<file path="src/rtl/mod_counter.sv">
// mod_counter -- parametrised modulo-N event counter for the RTC chains.
//
// Synchronises the asynchronous trig input and counts its rising edges
// modulo MODULUS. Counting can run up or down, can be gated by en, and can
// be overridden by a synchronous load. A one-cycle carry pulse marks every
// wrap, so stages cascade by wiring carry of one stage to trig of the next.
//
// Parameters:
//   WIDTH       width of count and load_val
//   MODULUS     number of count states (0 .. MODULUS-1), 2 <= MODULUS <= 2**WIDTH
//   SYNC_STAGES flops in the trig synchroniser, >= 1
//
// Ports:
//   clk       in   clock; all state changes on its rising edge
//   rst       in   synchronous active-high reset
//   trig      in   asynchronous event input; each rising edge is one event
//   en        in   count enable; edges seen while low are discarded
//   up        in   direction, 1 = increment, 0 = decrement
//   load      in   synchronous load strobe (wins over a coincident event)
//   load_val  in   value to load, clamped to MODULUS-1
//   count     out  registered count
//   carry     out  one-cycle pulse on wrap in either direction
//   at_max    out  registered flag, high while count = MODULUS-1
module mod_counter #(
    parameter int WIDTH       = 4,
    parameter int MODULUS     = 10,
    parameter int SYNC_STAGES = 2
) (
    input  logic             clk,
    input  logic             rst,
    input  logic             trig,
    input  logic             en,
    input  logic             up,
    input  logic             load,
    input  logic [WIDTH-1:0] load_val,
    output logic [WIDTH-1:0] count,
    output logic             carry,
    output logic             at_max
);

    localparam logic [WIDTH-1:0] MAX_VAL = WIDTH'(MODULUS - 1);
    localparam int unsigned      NSYNC   = SYNC_STAGES;

    logic [NSYNC-1:0] sync;
    logic             prev;
    logic             ev;
    logic [WIDTH-1:0] count_nxt;
    logic             carry_nxt;

    // Synchroniser and edge-detect history shift on every non-reset cycle,
    // independent of en and load, so a level that rises while disabled or
    // during a load is consumed rather than counted later.
    always_ff @(posedge clk) begin
        if (rst) begin
            sync <= '0;
            prev <= 1'b0;
        end else begin
            sync[0] <= trig;
            for (int unsigned i = 1; i < NSYNC; i++) begin
                sync[i] <= sync[i-1];
            end
            prev <= sync[NSYNC-1];
        end
    end

    assign ev = sync[NSYNC-1] & ~prev;

    always_comb begin
        count_nxt = count;
        carry_nxt = 1'b0;
        if (load) begin
            // Out-of-range load values clamp so count never leaves 0..MODULUS-1.
            count_nxt = (load_val > MAX_VAL) ? MAX_VAL : load_val;
        end else if (ev && en) begin
            if (up) begin
                if (count == MAX_VAL) begin
                    count_nxt = '0;
                    carry_nxt = 1'b1;
                end else begin
                    count_nxt = count + WIDTH'(1);
                end
            end else begin
                if (count == '0) begin
                    count_nxt = MAX_VAL;
                    carry_nxt = 1'b1;
                end else begin
                    count_nxt = count - WIDTH'(1);
                end
            end
        end
    end

    // at_max is derived from the next count so it lines up with count.
    always_ff @(posedge clk) begin
        if (rst) begin
            count  <= '0;
            carry  <= 1'b0;
            at_max <= 1'b0;
        end else begin
            count  <= count_nxt;
            carry  <= carry_nxt;
            at_max <= (count_nxt == MAX_VAL);
        end
    end

endmodule

</file>
<file path="config.mk">
export PLATFORM = sky130hd
export DESIGN_NAME = mod_counter
export DESIGN_NICKNAME = d
export VERILOG_FILES = /design/src/rtl/mod_counter.sv
export SDC_FILE = /design/constraint.sdc
export NUM_CORES = 1
export LEC_CHECK = 0
export CAP_MARGIN = 15
export CORE_AREA = 2 2 39 41
export DETAILED_ROUTE_END_ITERATION = 12
export DIE_AREA = 0 0 41 43
export PLACE_DENSITY = 0.68
export SETUP_SLACK_MARGIN = 0.2
export SKIP_LAST_GASP = 1
export SLEW_MARGIN = 20
export SYNTH_ARGS = -nofsm -noshare
export SYNTH_HDL_FRONTEND = slang
export SYNTH_SLANG_ARGS = --single-unit
</file>
<file path="constraint.sdc">
create_clock -name clk -period 3.84 [get_ports clk]
set_input_delay 0.768 -clock clk [delete_from_list [all_inputs] [get_ports clk]]
set_output_delay 0.768 -clock clk [all_outputs]
set_load 0.05 [all_outputs]
</file>
Run 1, placement by cell class:
Scale: 8 px per µm.
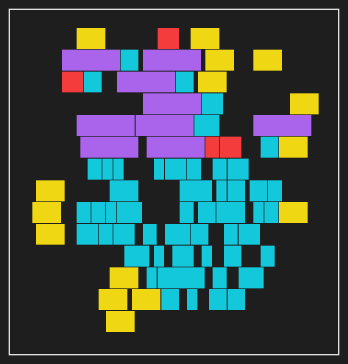
Key: remaining buffers and delay cells = yellow [cells 15]; remaining logic cells = cyan [cells 51]; registers = purple [cells 9]; clock drivers and dummy loads = red [cells 4]

Run 1, routing congestion:
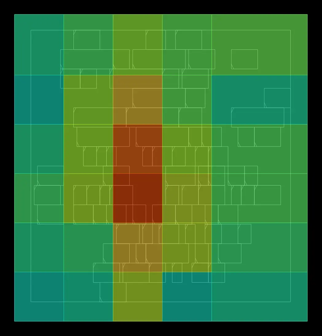
met2 Use GR: 20.0%
Most Crowded Layer GR: met2
Routed WL per cell: 11.4 µm
met3 usage: 6.28%

==> results.sh, run 1 <==
# flow metrics
export IMPL_status="completed"
export IMPL_fp_util_pct=38.8
export IMPL_pg_comb_w=0.0000483
export IMPL_num_nonclk_buffers=15
export IMPL_holdBufCountCts=0
export IMPL_drcViolationCount=0
export IMPL_first_pass_iters=4
export IMPL_wl_met1_um=517
export IMPL_muxShareOfSynthArea_pct=0
export IMPL_cp_depth=1
export IMPL_p_per_area_nw_per_um2=320
export IMPL_clk_latency_ps=260
export IMPL_die_width_um=41
export IMPL_wirelength_mm=1.08
export IMPL_dpl_cell_area_um2=672
export IMPL_hpwl_um=806
export IMPL_ir_drop_uv=194
export IMPL_vias=513
export IMPL_overflow=0
export IMPL_gp_congestion=0.743
export IMPL_n_all_inverters=2
export IMPL_leakagePower_nw=0.261
export IMPL_dr_wl_met2_um=487
export IMPL_ys_flop_type="dfxtp_1"
export IMPL_max_freq_mhz=408
export IMPL_regMostFlops="count"
export IMPL_arrival_ps=1680
export IMPL_cp_required_ps=3070
export IMPL_synth_top_cell_by_area="dfxtp_1"
export IMPL_largest_class="combinational gates"
export IMPL_edf_count=0
export IMPL_cts_setup_buffers=0
export IMPL_post_synth_cell_area_avg_um2=8.39
export IMPL_antenna_found_initial=0
export IMPL_hp_start="sync[0]"
export IMPL_tns_ps=0
export IMPL_seq_area_frac_synth_pct=33.6
export IMPL_clk_pin_slew_worst_paths_ps=60
export IMPL_yosys_cells=64
Run 1, metal 1:
Scale: 12 px per µm.
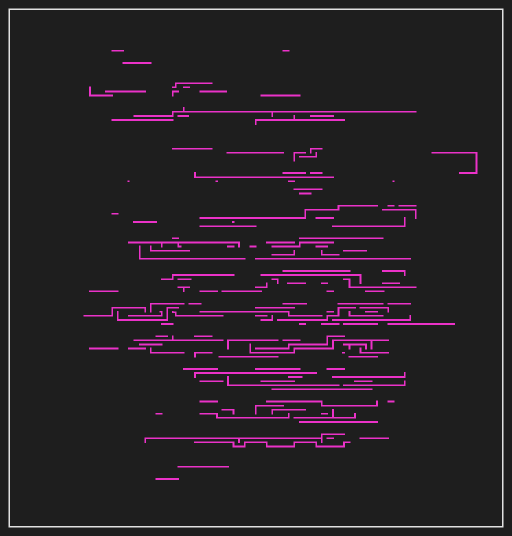
69 nets have wire on it. The layer carries 518 µm of wire. The longest straight run is 20.2 µm. The layer holds 48% of the routed length.

Run 1, sizing map:
Scale: 8 px per µm.
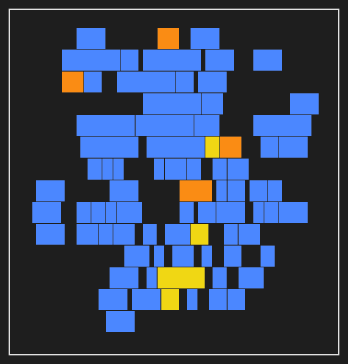

==> run 1 -> run 2 <==
CORE_AREA = unset   (was 2 2 39 41)
CORE_MARGIN = 2   (was unset)
CORE_UTILIZATION = 39   (was unset)
DIE_AREA = unset   (was 0 0 41 43)
PLACE_DENSITY = 0.69   (was 0.68)
clock period = 2.05 ns   (was 3.84 ns; I/O delays follow)
Run 2, sizing map:
Scale: 10 px per µm.
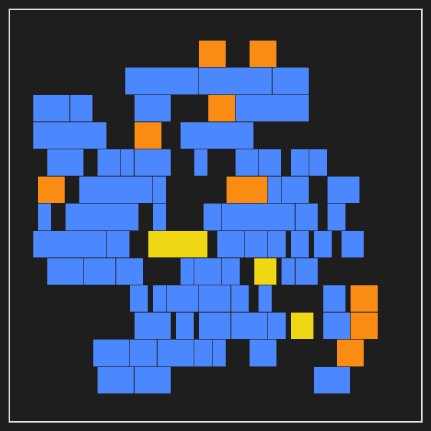
Key: x1 and smaller = blue [cells 68, most used clkdlybuf4s50_1]; x3 and x4 = orange [cells 9, most used buf_4]; x2 = yellow [cells 3, most used nor2_2]

==> results.sh, run 2 <==
# flow metrics
export IMPL_cts_setup_buffers=0
export IMPL_edf_count=0
export IMPL_largest_class="combinational gates"
export IMPL_ys_flop_type="dfxtp_1"
export IMPL_wl_met1_um=513
export IMPL_max_freq_mhz=567
export IMPL_die_width_um=41.1
export IMPL_cp_required_ps=1640
export IMPL_wirelength_mm=1.13
export IMPL_mi_logic_area_um2=314
export IMPL_synth_top_cell_by_area="dfxtp_1"
export IMPL_vias=500
export IMPL_hp_start="sync[0]"
export IMPL_seq_area_frac_synth_pct=33.6
export IMPL_gp_congestion=0.758
export IMPL_regMostFlops="count"
export IMPL_use_met3_pct=5.43
export IMPL_overflow=0
export IMPL_clk_latency_ps=250
export IMPL_top_usage_layer="met2"
export IMPL_p_per_area_nw_per_um2=595
export IMPL_yosys_cells=64
export IMPL_dpl_cell_area_um2=668
export IMPL_fp_util_pct=41.3
export IMPL_leakagePower_nw=0.270
export IMPL_clk_pin_slew_worst_paths_ps=60
export IMPL_cp_depth=1
export IMPL_ys_warn_count=0
export IMPL_wire_per_inst_um=11.9
export IMPL_status="completed"
export IMPL_antenna_found_initial=0
export IMPL_pg_comb_w=0.0000914
export IMPL_muxShareOfSynthArea_pct=0
export IMPL_ir_drop_uv=455
export IMPL_post_synth_cell_area_avg_um2=8.39
export IMPL_grt_util_met2_pct=26.2
export IMPL_hpwl_um=870
export IMPL_register_area_um2=180
export IMPL_drcViolationCount=0
export IMPL_num_nonclk_buffers=16
export IMPL_clkbuf_count=4
==> run 2 -> run 3 <==
CAP_MARGIN = unset   (was 15)
HOLD_SLACK_MARGIN = 0.15   (was unset)
Run 3, placement by cell class:
Scale: 10 px per µm.
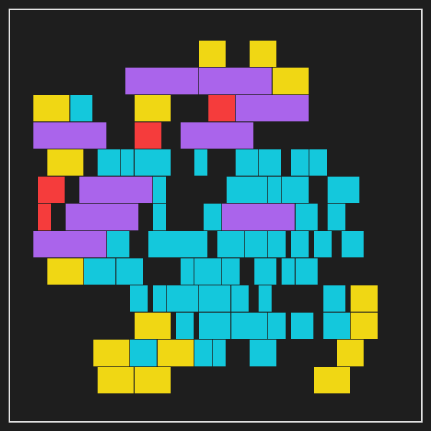
Key: registers = purple [cells 9]; remaining buffers and delay cells = yellow [cells 16]; clock drivers and dummy loads = red [cells 4]; remaining logic cells = cyan [cells 51]

==> results.sh, run 3 <==
# flow metrics
export IMPL_status="completed"
export IMPL_wire_per_inst_um=11.9
export IMPL_p_per_area_nw_per_um2=595
export IMPL_post_synth_cell_area_avg_um2=8.39
export IMPL_leakagePower_nw=0.270
export IMPL_overflow=0
export IMPL_worstPathCellList="clkdlybuf4s50_1"
export IMPL_antenna_found_initial=0
export IMPL_fp_util_pct=41.3
export IMPL_top_regs="count (4), sync (2)"
export IMPL_register_area_um2=180
export IMPL_clk_latency_ps=250
export IMPL_die_width_um=41.1
export IMPL_routed_top_layer="met4"
export IMPL_yosys_cells=64
export IMPL_fillers=129
export IMPL_n_all_inverters=2
export IMPL_regMostFlops="count"
export IMPL_vias=500
export IMPL_hpwl_um=870
export IMPL_tns_ps=0
export IMPL_ys_flop_type="dfxtp_1"
export IMPL_use_met3_pct=5.43
export IMPL_clkbuf_count=4
export IMPL_wl_met1_um=513
export IMPL_cp_depth=1
export IMPL_synth_top_cell_by_area="dfxtp_1"
export IMPL_arrival_ps=1350
export IMPL_first_pass_iters=4
export IMPL_max_freq_mhz=567
export IMPL_seq_area_frac_synth_pct=33.6
export IMPL_largest_class="combinational gates"
export IMPL_grt_util_met2_pct=26.2
export IMPL_dpl_cell_area_um2=668
export IMPL_dr_wl_met2_um=541
export IMPL_edf_count=0
export IMPL_gp_congestion=0.758
export IMPL_maxSlewViolCount=0
export IMPL_drcViolationCount=0
export IMPL_cts_setup_buffers=0
export IMPL_wirelength_mm=1.13
export IMPL_holdBufCountCts=0
export IMPL_root_buffer="clkbuf_4"
export IMPL_num_nonclk_buffers=16
export IMPL_ys_warn_count=0
export IMPL_mi_logic_area_um2=314
export IMPL_synth_comb_largest_family="simple AND/OR/NAND/NOR gates"
export IMPL_muxShareOfSynthArea_pct=0
export IMPL_cp_required_ps=1640
export IMPL_ir_drop_uv=455

==> notes/layouts.md <==
Pictures saved along the way, in no particular order.

Close-up of the layout.
picture 1
Region (0, 16) to (25, 41) µm. Cells in gray, sequential cells in the stronger gray; small squares are vias.
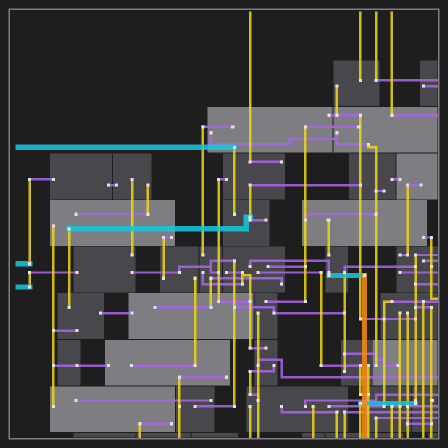
picture 2
Region (0, 18) to (25, 43) µm. Cells in gray, sequential cells in the stronger gray; small squares are vias.
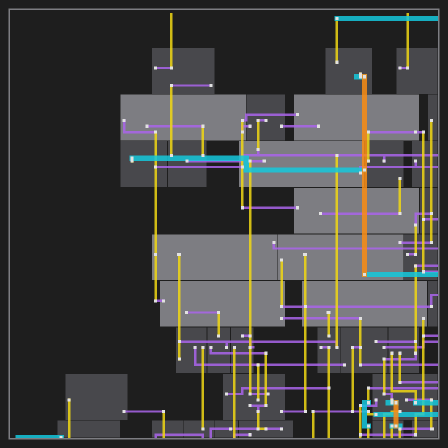
Picture 1 comes from run 3.
Picture 2 comes from run 1.

Key to picture 2:
Key: M4 = orange; M1 = purple; M3 = cyan; M2 = yellow
Netlist names of flops here include count (4), sync (2). Sequential cells in the window: 8. 25 logic cells have their middle in the window. Most frequent: dfxtp_1 (8).

